File: src/rtl/fam_pkg.sv
// Shared types and constants for the sequential single-precision adder.
package fam_pkg;
  localparam int unsigned EXP_W     = 8;
  localparam int unsigned MAN_W     = 23;
  localparam int unsigned EXP_MAX   = 255;
  localparam int unsigned ALIGN_CAP = 25;

  typedef enum logic [2:0] {IDLE, ALIGN, ADD, FIX, NORM, PACK} state_t;
endpackage

File: src/rtl/fam_neg25.sv
// Two's-complement negator: bitwise invert followed by a half-adder increment chain.
module fam_neg25 #(
  parameter int unsigned W = 25
) (
  input  logic [W-1:0] x,
  output logic [W-1:0] y
);
  always_comb begin
    logic c;
    c = 1'b1;
    y = '0;
    for (int unsigned i = 0; i < W; i++) begin
      y[i] = ~x[i] ^ c;
      c    = ~x[i] & c;
    end
  end
endmodule

File: src/rtl/fam_add_seq.sv
// Multi-cycle IEEE-754 single-precision adder: one shift per cycle for align/normalize,
// with a single negator shared between the subtract and sign-fix phases.
module fam_add_seq
  import fam_pkg::*;
(
  input  logic        clk,
  input  logic        rst,
  input  logic        start,
  input  logic [31:0] a,
  input  logic [31:0] b,
  output logic        busy,
  output logic        done,
  output logic [31:0] result
);
  localparam int unsigned MW = MAN_W + 1;
  localparam int unsigned SW = MAN_W + 2;
  localparam int unsigned EW = EXP_W + 2;

  state_t           state;
  logic             sa, sign, eff_add;
  logic [EW-1:0]    ex;
  logic [MW-1:0]    ma, mb;
  logic [EXP_W-1:0] diff;
  logic [SW-1:0]    sum;

  logic [EXP_W-1:0] ea_in, eb_in, ebig, esmall, diff_raw;
  logic [MW-1:0]    ma_in, mb_in, mbig, msmall;
  logic             swap, sbig;
  logic [SW-1:0]    neg_in, neg_out, add_b, add_out;

  always_comb begin
    ea_in    = a[EXP_W+MAN_W-1:MAN_W];
    eb_in    = b[EXP_W+MAN_W-1:MAN_W];
    ma_in    = (ea_in == '0) ? '0 : {1'b1, a[MAN_W-1:0]};
    mb_in    = (eb_in == '0) ? '0 : {1'b1, b[MAN_W-1:0]};
    swap     = eb_in > ea_in;
    ebig     = swap ? eb_in : ea_in;
    esmall   = swap ? ea_in : eb_in;
    mbig     = swap ? mb_in : ma_in;
    msmall   = swap ? ma_in : mb_in;
    sbig     = swap ? b[EXP_W+MAN_W] : a[EXP_W+MAN_W];
    diff_raw = ebig - esmall;
  end

  // The negator sees the running sum only in FIX; otherwise it serves the subtract in ADD.
  assign neg_in  = (state == FIX) ? sum : {1'b0, mb};
  assign add_b   = eff_add ? {1'b0, mb} : neg_out;
  assign add_out = {1'b0, ma} + add_b;

  fam_neg25 #(.W(SW)) u_neg (
    .x (neg_in),
    .y (neg_out)
  );

  always_ff @(posedge clk or posedge rst) begin
    if (rst) begin
      state   <= IDLE;
      busy    <= 1'b0;
      done    <= 1'b0;
      result  <= '0;
      sa      <= 1'b0;
      sign    <= 1'b0;
      eff_add <= 1'b0;
      ex      <= '0;
      ma      <= '0;
      mb      <= '0;
      diff    <= '0;
      sum     <= '0;
    end else begin
      done <= 1'b0;
      case (state)
        IDLE: begin
          if (start) begin
            sa      <= sbig;
            eff_add <= (a[EXP_W+MAN_W] == b[EXP_W+MAN_W]);
            ex      <= {2'b00, ebig};
            ma      <= mbig;
            if (diff_raw >= EXP_W'(ALIGN_CAP)) begin
              mb   <= '0;
              diff <= '0;
            end else begin
              mb   <= msmall;
              diff <= diff_raw;
            end
            busy  <= 1'b1;
            state <= ALIGN;
          end
        end
        ALIGN: begin
          if (diff == '0) begin
            state <= ADD;
          end else begin
            mb   <= mb >> 1;
            diff <= diff - 1'b1;
          end
        end
        ADD: begin
          sum <= add_out;
          if (!eff_add && add_out[SW-1]) begin
            state <= FIX;
          end else begin
            sign  <= sa;
            state <= NORM;
          end
        end
        FIX: begin
          sum   <= neg_out;
          sign  <= ~sa;
          state <= NORM;
        end
        NORM: begin
          // A zero sum keeps its sign only on the same-sign path, so -0 + -0 stays -0.
          if (sum == '0) begin
            if (!eff_add) sign <= 1'b0;
            ex    <= '0;
            state <= PACK;
          end else if (eff_add && sum[SW-1]) begin
            sum   <= sum >> 1;
            ex    <= ex + 1'b1;
            state <= PACK;
          end else if (sum[MAN_W]) begin
            state <= PACK;
          end else if (ex <= EW'(1)) begin
            sum   <= '0;
            ex    <= '0;
            state <= PACK;
          end else begin
            sum <= sum << 1;
            ex  <= ex - 1'b1;
          end
        end
        PACK: begin
          if (ex >= EW'(EXP_MAX))
            result <= {sign, {EXP_W{1'b1}}, {MAN_W{1'b0}}};
          else
            result <= {sign, ex[EXP_W-1:0], sum[MAN_W-1:0]};
          done  <= 1'b1;
          busy  <= 1'b0;
          state <= IDLE;
        end
        default: state <= IDLE;
      endcase
    end
  end
endmodule

File: config.mk
export PLATFORM = sky130hd
export DESIGN_NAME = fam_add_seq
export DESIGN_NICKNAME = d
export VERILOG_FILES = /design/src/rtl/fam_pkg.sv /design/src/rtl/fam_neg25.sv /design/src/rtl/fam_add_seq.sv
export SDC_FILE = /design/constraint.sdc
export NUM_CORES = 1
export LEC_CHECK = 0
export CAP_MARGIN = 20
export CELL_PAD_IN_SITES_DETAIL_PLACEMENT = 2
export CELL_PAD_IN_SITES_GLOBAL_PLACEMENT = 2
export CORE_MARGIN = 1.5
export CORE_UTILIZATION = 35
export CTS_CLUSTER_DIAMETER = 200
export CTS_CLUSTER_SIZE = 40
export DETAILED_ROUTE_END_ITERATION = 8
export PLACE_DENSITY_LB_ADDON = 0.1
export SYNTH_ARGS = -nofsm -noshare
export SYNTH_HDL_FRONTEND = slang
export SYNTH_HIERARCHICAL = 1
export SYNTH_SLANG_ARGS = --single-unit
File: constraint.sdc
create_clock -name clk -period 10.2 [get_ports clk]
set_input_delay 2.04 -clock clk [delete_from_list [all_inputs] [get_ports clk]]
set_output_delay 2.04 -clock clk [all_outputs]
set_load 0.005 [all_outputs]
**Run 1: placement by cell class**

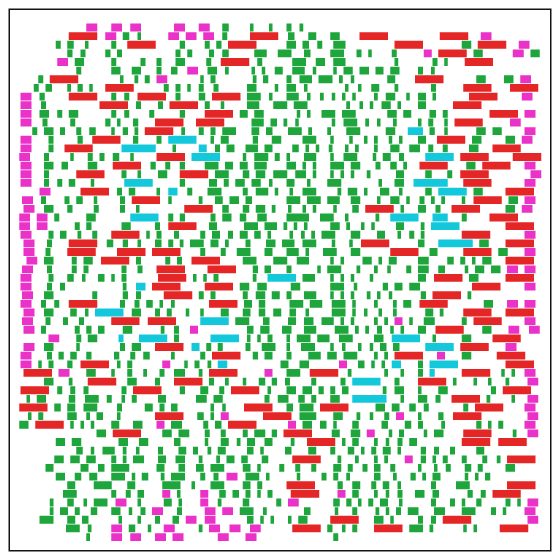
registers -> red  # cells 131
clock drivers and dummy loads -> cyan  # cells 31
remaining buffers and delay cells -> magenta  # cells 117
remaining logic cells -> green  # cells 1007

**Run 1: congestion heat map**

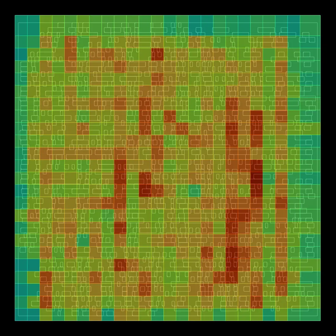
GR Util met2: 38.56%
met1 Track Usage GR: 39.69%
Total GRT Usage: 25.77%
GR peak layer: met1
grt met3 use: 2.837%

==> reports/qor.csv, run 1 <==
stage;metric;value;unit
pwr;Reg power frac;23.7;%
place;detailed placement HPWL;26.17;mm
pwr;pwr dens;399.6;nW/um^2
worst_hold_path;worst hold path type;reg -> reg;
logic_synthesis;post-synth net total;1351;
pwr;combinational power;0.00289;W
pwr;maximum VDD drop;118.2;uV
logic_synthesis;Largest logic family;AND-OR/OR-AND gates;
pwr;Biggest consumer;combinational logic;
logic_synthesis;dominant register cell;dfrtp_1;
final_timing;Slew HR;37.42;%
setup_path;reg2reg start;state[2];
logic_synthesis;most frequent cell after synthesis;nand2_1;
setup_path;Worst Setup Path Type;reg -> reg;
global_routing;initial antenna violation count;0;
worst_hold_path;Hold Crit Start;result[31];
setup_path;crit path to;sign;
logic_synthesis;Cell Area, Synth;9768;sq um
final_timing;setup TNS;0;ns
layout;Area Growth Syn to Fin;19.79;%
clocking;Num CTS Buffers;17;
final_timing;clk_skew;0.01275;ns
setup_path;Arr. time, crit path;8.44;ns
pwr;Sw Share;48.28;%
floorplanning;die extent in x;170.1;um
routing;TritonRoute pass-1 iters;4;
clocking;CTS clock-pin slew for the worst setup and hold paths;0.06;ns
logic_synthesis;XOR/XNOR share of the synthesized area;3.049;%
pwr;share of power burned in the clock network;14.5;%
logic_synthesis;ys flops;131;
setup_path;crit path DRT;10.54;ns
floorplanning;FP Util;35.94;%
pwr;combinational share of power;61.8;%
place;Placer Congestion;0.8543;
logic_synthesis;post-synth top area cell;dfrtp_1;
logic_synthesis;number of enable flip-flop cells;0;
final_timing;Max Clk Rate;123.4;MHz
setup_path;r2r setup slk;2.10;ns
logic_synthesis;Yosys warnings;6;
floorplanning;DIE AREA;28920;sq um
global_routing;first-pass GRT wire length;58.33;mm
setup_path;CP endpoint kind;flop;
worst_hold_path;hold endpoint;result[31];
global_routing;largest net degree at the start of global routing;68;
global_routing;vias in the first global route;10146;
logic_synthesis;Simple-Gate Area Share;21.21;%
place;number of port buffers;100;
logic_synthesis;mux share;3.369;%
final_timing;Final Hold Viols;0;
routing;final WL;35.86;mm
logic_synthesis;YS chip area;9768;sq um
status;outcome;complete, no violations;
worst_hold_path;Hold Path Stages;2;
setup_path;r2r endpoint;sign;
routing;total number of vias;9666;
floorplanning;Die Ht;170.1;um
routing;initial drt markers;556;
logic_synthesis;Adder Share, Synth;7.890;%
final_timing;Max Slew Vio Count;0;
clocking;root buffer cell;clkbuf_16;
final_timing;Period minus WS final;8.101;ns
logic_synthesis;ys async rst share;100.0;%
logic_synthesis;Synth Seq Share;33.56;%
routing;Final ANT Viol Nets;0;
setup_path;most used cell, CP;ha_1;
floorplanning;core box area;27180;sq um
setup_path;crit-path max FO;50;
clocking;CTS Buffer Depth;2;
logic_synthesis;syn_area_per_cell;7.987;sq um
pwr;flip-flop and latch power;0.00111;W
clocking;Post-CTS Setup Inserts;0;
floorplanning;I/O Pins;101;
clocking;Resized Gates After CTS;0;
job;Max Cap Viol;0;
routing;wire length per cell;21.63;um
logic_synthesis;aoi share;25.61;%
logic_synthesis;Area leader share;33.56;%
layout;n_diodes;0;
layout;Fill cells;3113;
logic_synthesis;Cell variety after synth;69;
final_timing;Slew @ Worst Pin;0.9387;ns
pwr;Power, Total;0.004676;W
clocking;CTS H-tree depth;4;
final_timing;RSZ-0062 raised after global routing;false;
logic_synthesis;# Cells Yosys;1223;
final_timing;final period utilization;79.42;%
logic_synthesis;Syn Inst Count;1223;
setup_path;Worst Setup SP;state[2];
clocking;CTS tree;done;
logic_synthesis;largest cells by area after synthesis;dfrtp_1 (34%), ha_1 (7.7%), nand3_1 (5.7%);
setup_path;r2r worst-path depth;36;
clocking;Clock Sinks;131;
pwr;Clock net power;0.000677;W
setup_path;crit-path max cell delay;0.52;ns
**Run 1: routed metal per tile**

Scale bar: 50 um. The die is cut into 34 by 34 equal tiles; dark blue is low, red is high, scaled to the fullest tile. Values are wire area over tile area, all layers added.
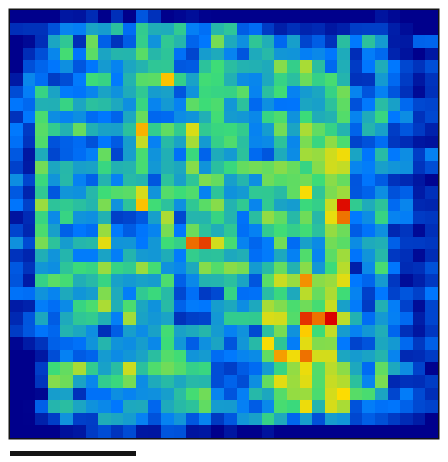
tiles over half the peak = 18%
densest ninth of the die = center
mean over tiles = 0.19
fullest tile = 0.58
nearly empty tiles = 6.1%

-- run 1: routing by layer --
metal / vias to the layer above / wire length (um) / track usage (%)
met5: - / 0 / 0
met4: 0 / 290 / 4.925
met3: 19 / 1030 / 2.837
met2: 183 / 15340 / 38.56
met1: 4903 / 19200 / 39.69
li1: 4561 / - / -
-- run 1: cell type report --
class | instances | area, sq um | area share [%]
timing repair buffer | 117 | 1129 | 9.645
clock buffer | 19 | 452.9 | 3.871
tap | 372 | 465.4 | 3.978
multi-input combinational | 956 | 6000 | 51.27
clock inverter | 12 | 180.2 | 1.540
inverter | 51 | 196.4 | 1.679
sequential | 131 | 3278 | 28.02
-- run 1: sequential cells by signal (all words and copies together), names as in the netlist --
signal / count
busy: 1
diff: 8
done: 1
eff_add: 1
ex: 10
ma: 24
mb: 24
result: 32
sa: 1
sign: 1
state: 3
sum: 25
-- run 1: worst max-delay path, delay by kind of cell (launching register included) --
kind | cells | cell delay (ns)
adder cells (fa/ha/maj) | 24 | 4.64
AND/OR/NAND/NOR | 4 | 0.88
AND-OR/OR-AND | 4 | 0.82
multiplexers | 2 | 0.68
flip-flops | 1 | 0.52
buffers and inverters | 2 | 0.47
-- run 1: cell families after synthesis --
logic type      count (synthesis)
flops                         131
simple gates                  460
xor+xnor                       34
fa+ha+maj                      61
buf+inv                       136
mux                            30
compound gates                371
-- run 1: through the flow --
| step | hold WS [ns] | std cells | utilization (%) | cell area (sq um) | setup slack [ns] |
|---|---|---|---|---|---|
| final | 0.4818 | 1658 | 43.06 | 11700 | 2.099 |
| after global placement | 0.4630 | 1627 | 40.73 | 11070 | 2.591 |
| after global routing | 0.5207 | 1658 | 43.06 | 11700 | 1.579 |
| after detailed placement | 0.4736 | 1627 | 40.73 | 11070 | 2.285 |
| after CTS | 0.4878 | 1658 | 43.06 | 11700 | 2.099 |
| after floorplan | 0.4395 | 1223 | - | 9768 | 3.000 |
-- run 1: cells in the final DEF, fill, tap and decap left out, drive strengths merged, types with 4 or more instances in the layout --
master | synthesis | routed
clkinv | 1 | 6
mux2 | 23 | 23
o211ai | 9 | 9
nor2b | 9 | 9
nor4 | 11 | 11
a221o | 7 | 7
a21o | 17 | 17
xor2 | 12 | 12
ha | 60 | 60
bufinv | 0 | 4
clkbuf | 68 | 19
a211o | 26 | 26
o22ai | 6 | 6
a211oi | 6 | 6
o21a | 10 | 10
o221ai | 4 | 4
and2 | 4 | 4
o21ai | 57 | 57
nor3 | 18 | 18
o41ai | 4 | 4
nor2 | 128 | 128
mux2i | 7 | 7
nand4 | 6 | 6
dfrtp | 131 | 131
a22o | 25 | 25
nand2 | 141 | 141
nand2b | 10 | 10
a32oi | 4 | 4
a21oi | 98 | 98
nand3 | 111 | 111
a31oi | 40 | 40
a221oi | 15 | 15
inv | 50 | 51
clkdlybuf4s50 | 0 | 100
xnor2 | 22 | 22
a22oi | 19 | 19
o31ai | 6 | 6
buf | 17 | 17
or3 | 4 | 4
--- run 2 (diff from run 1) ---
- clock period: 10.2 -> 8.1 ns (I/O delays scaled with it)
==> run 2 against run 1 <==
Hold slack improved by 0.0036 ns. Non-clock buffer count fell by 2. Fmax rose by 5.7%. Clock power rose by 19%. Critical path depth fell by 1. Sequential power rose by 25%. Largest cell class unchanged. Highest routed layer unchanged. Clock skew barely moved. Global-route usage barely moved.
==> reports/qor.csv, run 2 <==
stage;metric;value;unit
status;outcome;complete, no violations;
logic_synthesis;Area leader share;33.56;%
setup_path;Worst Setup Path Type;reg -> reg;
floorplanning;row count;60;
layout;register area;3278;sq um
routing;drt via density;5.898;
layout;final instance count without filler cells;1657;
logic_synthesis;post-synth top area cell;dfrtp_1;
clocking;CTS clock-pin slew for the worst setup and hold paths;0.07;ns
global_routing;GRT Residual Overflow;0;
logic_synthesis;dominant register cell;dfrtp_1;
place;number of port buffers;100;
clocking;Num CTS Buffers;17;
job;Max Cap Viol;0;
layout;Largest regs;result x32, sum x25;
layout;Area Growth Syn to Fin;19.42;%
setup_path;Slowest-stage cell, CP;dfrtp_1;
logic_synthesis;mux share;3.369;%
layout;register with the most flip-flops;result;
layout;most numerous logic cells after layout;nand2_1 (141), dfrtp_1 (131), nor2_1 (125);
layout;Largest register FFs;32;
setup_path;crit-path max FO;47;
logic_synthesis;Simple-Gate Area Share;21.21;%
place;Inst Count DP;1625;
logic_synthesis;ys flops;131;
pwr;pwr dens;500.0;nW/um^2
routing;wire length per cell;21.78;um
final_timing;Max Slew Vio Count;0;
clocking;CTS H-tree depth;4;
floorplanning;Die Ht;170.1;um
logic_synthesis;ys async rst share;100.0;%
logic_synthesis;most frequent cell after synthesis;nand2_1;
logic_synthesis;top cells by count, synth;nand2_1 (141), dfrtp_1 (131), nor2_1 (127), nand3_1 (111), a21oi_1 (96);
logic_synthesis;Yosys warnings;6;
global_routing;vias in the first global route;10119;
layout;MI comb area;6008;sq um
final_timing;RSZ-0062 raised after global routing;false;
logic_synthesis;Synth Seq Share;33.56;%
pwr;LEAKAGE;4.924;nW
floorplanning;I/O Pins;101;
setup_path;r2r setup slk;0.44;ns
routing;Residual DRC;0;
layout;n_diodes;0;
layout;Top cell excl fill/tap;nand2_1;
setup_path;crit-path max cell delay;0.54;ns
global_routing;Total GRT Usage;25.73;%
logic_synthesis;# Cells Yosys;1223;
routing;initial drt markers;561;
floorplanning;die extent in x;170.1;um
clocking;Clk Latency, worst-skew pair;0.43;ns
final_timing;clk_skew;0.01243;ns
layout;Nets;1400;
logic_synthesis;Syn Inst Count;1223;
global_routing;largest net degree at the start of global routing;69;
final_timing;Slew @ Worst Pin;1.070;ns
floorplanning;core box area;27180;sq um
place;Placer Congestion;0.8199;
logic_synthesis;post-synth net total;1351;
clocking;root buffer cell;clkbuf_16;
routing;total number of vias;9773;
clocking;Clock Sinks;131;
final_timing;Period minus WS final;7.662;ns
final_timing;final period utilization;94.59;%
final_timing;Max Clk Rate;130.5;MHz
clocking;CTS tree;done;
job;tool warnings;29;
setup_path;Arr. time, crit path;8.02;ns
logic_synthesis;Largest logic family;AND-OR/OR-AND gates;
floorplanning;FP Util;35.94;%
routing;Final ANT Viol Nets;0;
final_timing;Final Hold Viols;0;
logic_synthesis;Cell Area, Synth;9768;sq um
clocking;Post-CTS Setup Inserts;0;
global_routing;first-pass GRT wire length;58.63;mm
pwr;maximum VDD drop;172.3;uV
logic_synthesis;Cell variety after synth;69;
floorplanning;DIE AREA;28920;sq um
logic_synthesis;aoi share;25.61;%
final_timing;Slew HR;28.69;%
logic_synthesis;YS chip area;9768;sq um
logic_synthesis;number of enable flip-flop cells;0;
routing;final WL;36.09;mm
pwr;Power, Total;0.005833;W
logic_synthesis;XOR/XNOR share of the synthesized area;3.049;%
layout;share of post-route cells with drive strength above 1;6.926;%
place;detailed placement HPWL;26.30;mm
setup_path;crit path DRT;8.45;ns
layout;Fill cells;3082;
setup_path;startpoint type of the worst setup path;flop;
routing;TritonRoute pass-1 iters;5;
clocking;CTS Buffer Depth;2;
logic_synthesis;syn_area_per_cell;7.987;sq um
final_timing;setup TNS;0;ns
worst_hold_path;worst hold path type;reg -> reg;
setup_path;most used cell, CP;ha_1;
logic_synthesis;largest cells by area after synthesis;dfrtp_1 (34%), ha_1 (7.7%), nand3_1 (5.7%);
final_timing;Final setup viols;0;
setup_path;CP endpoint kind;flop;
logic_synthesis;Adder Share, Synth;7.890;%
global_routing;initial antenna violation count;0;
[run 2: cell counts after synthesis]
Identical to the previous run, type by type.
[run 2: logic make-up (layout without fill, tap and decap cells)]
group                      Yosys count  count (layout)
AOI/OAI and AO/OA                  371             371
xor gates and xnor gates            34              34
adders and majority gates           61              61
buffers and inverters              136             198
DFF                                131             131
muxes                               30              30
and+or+nand+nor                    460             460
[run 2: final timing paths]
path / end / start / cells after the start
min in group asynchronous: result[5] / rst / 2
worst min register to register: result[30] / result[30] / 2
worst min-delay path: result[30] / result[30] / 2
worst max-delay path: sign / state[2] / 35
max in group asynchronous: ma[20] / rst / 3
worst max register to register: sign / state[2] / 35
[run 2: layout make-up]
| class | count | area share, % |
|---|---|---|
| multi-input cells | 956 | 51.51 |
| flip-flops and latches | 131 | 28.10 |
| repair buffers | 115 | 9.578 |
| well taps | 372 | 3.990 |
| clock buffers | 19 | 3.883 |
| inverters | 51 | 1.684 |
| clock inverters | 13 | 1.255 |
[run 2: metrics by stage]
| stage | area, sq um | hold WS (ns) | setup slack (ns) | utilization [%] |
|---|---|---|---|---|
| 6_report | 11660 | 0.4854 | 0.4384 | 42.92 |
| 2_1_floorplan | 9768 | 0.4395 | 0.9002 | - |
| 3_3_place_gp | 11050 | 0.4637 | 0.6486 | 40.65 |
| 4_1_cts | 11660 | 0.5012 | 0.2009 | 42.90 |
| 3_5_place_dp | 11060 | 0.4866 | 0.3734 | 40.70 |
| 5_1_grt | 11660 | 0.5287 | 0.02253 | 42.92 |
[run 2: what timing repair did]
action / 4_1_cts / 5_1_grt
hold buffers: 0 / 0
resized: 0 / 2
setup endpoints to repair: 0 / 5
[run 2: power by group]
part / leakage, nW / internal, W / switching, W / total [W]
Combinational: 3.04 / 0.00154 / 0.00210 / 0.00363
Sequential: 1.59 / 0.000976 / 0.000414 / 0.00139
Clock: 0.291 / 0.000475 / 0.000334 / 0.000808
Total: 4.92 / 0.00299 / 0.00284 / 0.00583
[run 2: critical path, delay by kind of cell, from the launching register on]
| family | cells | cell delay, ns |
|---|---|---|
| AOI/OAI and AO/OA | 5 | 0.91 |
| adders and majority gates | 20 | 3.98 |
| buffers and inverters | 2 | 0.49 |
| DFF | 1 | 0.54 |
| muxes | 2 | 0.65 |
| and+or+nand+nor | 6 | 0.96 |
[run 2: metal layers]
layer / vias up / part of all wire (%) / track usage, %
met4: 0 / 0.73 / 4.348
met1: 4965 / 52 / 39.61
met2: 227 / 43 / 38.76
met3: 16 / 4.0 / 2.884
met5: - / 0 / 0
li1: 4565 / - / -
**Run 2: sequential cells grouped by signal name**

Scale bar: 50 um.
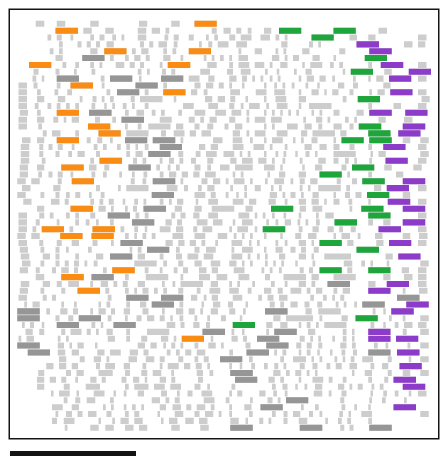
sum -> green  # flops 25
result -> purple  # flops 32, where a column on the right
ma -> orange  # flops 24
not colored = 50

Power figures rest on the tool's default switching activity, not on a simulated workload.
